Design ewb_coalesce, sky130hd; sources not shown.
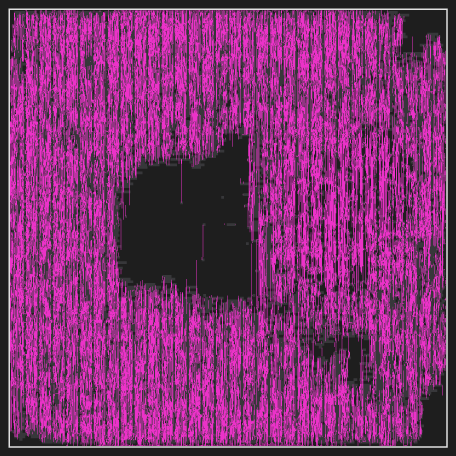
Fig. 1. Metal 2.
Scale: 1 px per um. Cells faint in the background.
The layer carries 184 mm of wire. The layer holds 48% of the routed length. The longest straight run is 111 um. 7750 nets have wire on it.
total routed wirelength: 381000 um
vias post-DR: 79.7k
global-route track usage on met2: 0.628

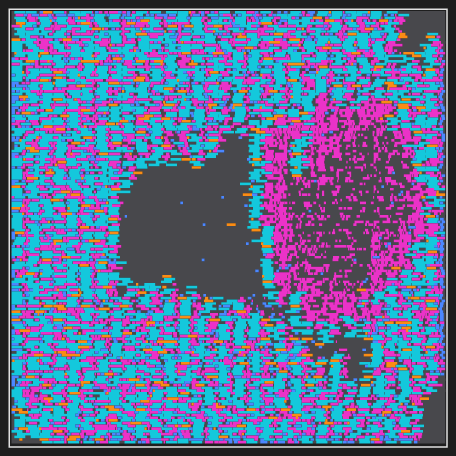
Fig. 2. Cells colored by class.
Scale: 1 px per um. Fill, decap, tap and diode cells in gray.
Blue marks other buffers and delay cells, cells 1000, share of their area 7.3%. Orange marks clock drivers and dummy loads, cells 423, share of their area 5.5%. Cyan marks flip-flops, cells 2325, share of their area 52%. Magenta marks all other logic, cells 4314, share of their area 36%.
utilization of the core after routing: 0.738
sequential share of cell area: 0.503
final design instance area without fill: 138000 sq um
# rows: 159
core box area: 188000 sq um

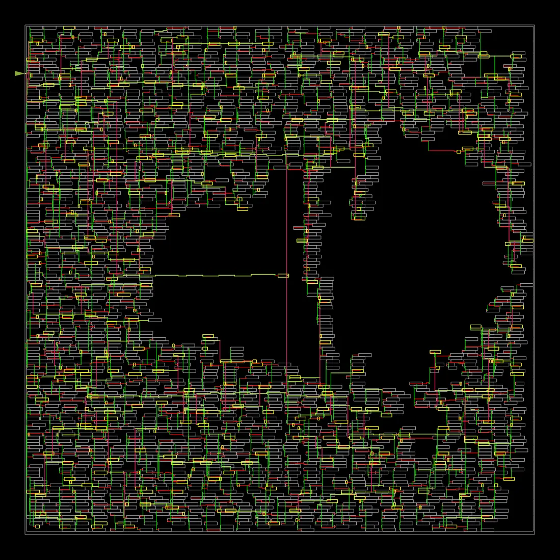
Fig. 3. Clock wiring as the flow saved it.
clock network power: 2480 uW
TritonCTS Sinks: 2325
worst-skew pair later-pin latency: 0.91 ns
clkbuf count: 276

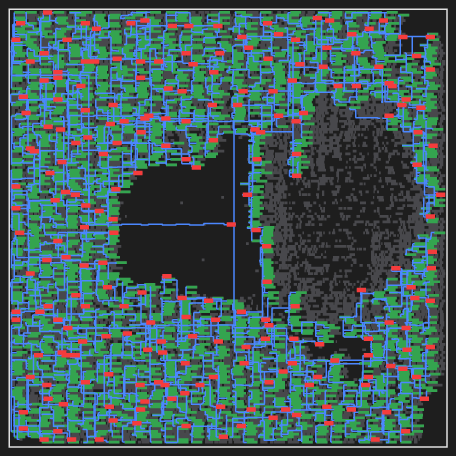
Fig. 4. Clock wires, drivers and flops.
Scale: 1 px per um.
Red marks cells driving clock nets, count 227. Green marks flip-flops, count 2325. Blue marks clock wires, length 26.2 mm.
Position of the flops: spread over the die.
post-route clock skew: 0.0729 ns
fraction of power consumed by the clock network: 0.242

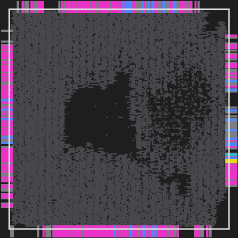
Fig. 5. Ports around the boundary.
Scale: 0.5 px per um. Pins as bars across the die edge, other pins in gray.
Blue marks `addr_i`, pins 32, direction input, edge 12 north, 9 east, 6 south, 5 west. Magenta marks `read_o`, pins 256, direction output, edge 85 south, 78 north, 69 west, 24 east. Cyan marks `valid_o`, pins 1, direction output, edge east. Yellow marks `count_o`, pins 4, direction output, edge east.
number of buffers inserted by port buffering: 870
Die W: 436 um

==> impl_table.tex <==
% Auto-generated results table
\begin{tabular}{lr}
\hline
Metric & Value \\
\hline
\multicolumn{2}{l}{\textbf{Run status}} \\
Result of the run & complete, no violations \\
\multicolumn{2}{l}{\textbf{Clock network}} \\
Post-cts hold-fix buffer tally & 0 \\
Post-cts repair resize count & 0 \\
CTS clk-pin slew, worst paths & 0.06 ns \\
Post-CTS Repair Setup Buffers & 0 \\
\multicolumn{2}{l}{\textbf{Layout}} \\
Area growth, synth to finish & 14.7\% \\
Most frequent standard cell in the layout excluding fill and tap cells & sky130\_fd\_sc\_hd\_\_edfxtp\_1 \\
Layout cells sized above 1 & 0.228 \\
\multicolumn{2}{l}{\textbf{GRT}} \\
GRT Residual Overflow & 0 \\
Global-route wire length before repair & 547000 um \\
Aggregate global-route resource usage & 0.392 \\
\multicolumn{2}{l}{\textbf{Logic synthesis}} \\
Synthesized instance count & 7195 \\
Most popular library cell in the synthesized design by count & sky130\_fd\_sc\_hd\_\_edfxtp\_1 \\
Chip area estimate from yosys synthesis & 121000 sq um \\
Basic-gate share of the synthesized area counting and, or, nand and nor cells & 0.0275 \\
Most area-hungry cell type in the Yosys netlist & sky130\_fd\_sc\_hd\_\_edfxtp\_1 \\
\multicolumn{2}{l}{\textbf{Drt}} \\
Routed metal-1 wirelength & 124000 um \\
Post-detailed-route DRC marker count & 0 \\
\multicolumn{2}{l}{\textbf{Setup path}} \\
Crit path launch type & flop \\
Most Frequent Cell on Critical Path & sky130\_fd\_sc\_hd\_\_buf\_4 \\
Crit path buf inv count & 9 \\
\multicolumn{2}{l}{\textbf{Pwr}} \\
Power Dens Cells & 73.9 nW/um\^{}2 \\
\multicolumn{2}{l}{\textbf{Placement}} \\
Half-perimeter wire length after detailed placement & 222000 um \\
\multicolumn{2}{l}{\textbf{Min path}} \\
Cell count of the worst hold path & 2 \\
\multicolumn{2}{l}{\textbf{STA}} \\
Max transition margin & 0.147 \\
Minimum clock period after layout & 18.42 ns \\
\hline
\end{tabular}
## metal layers
layer,vias up,GRT usage
met4,46,0.264
met1,40100,0.480
li1,31000,-
met3,1451,0.0867
met5,-,0
met2,7071,0.628
## power groups by stage
stage	Clock, uW	Combinational [uW]	Sequential [uW]
floorplan	0	4070	3520
global placement	0	4380	3270
detailed placement	0	4420	3280
CTS	2480	4470	3220
global route	2580	4620	3230
finish	2480	4530	3230
## layout make-up
type                       count  area, sq um  share of cell area
sequential                  2325        69600               0.503
multi-input combinational   4271        48100               0.348
timing repair buffer        1000         9800              0.0708
clock buffer                 276         5920              0.0427
tap                         2495         3120              0.0226
clock inverter               147         1500              0.0108
antenna                       67          168             0.00121
inverter                      43          163             0.00118
Power is estimated from default activity; no workload was simulated.
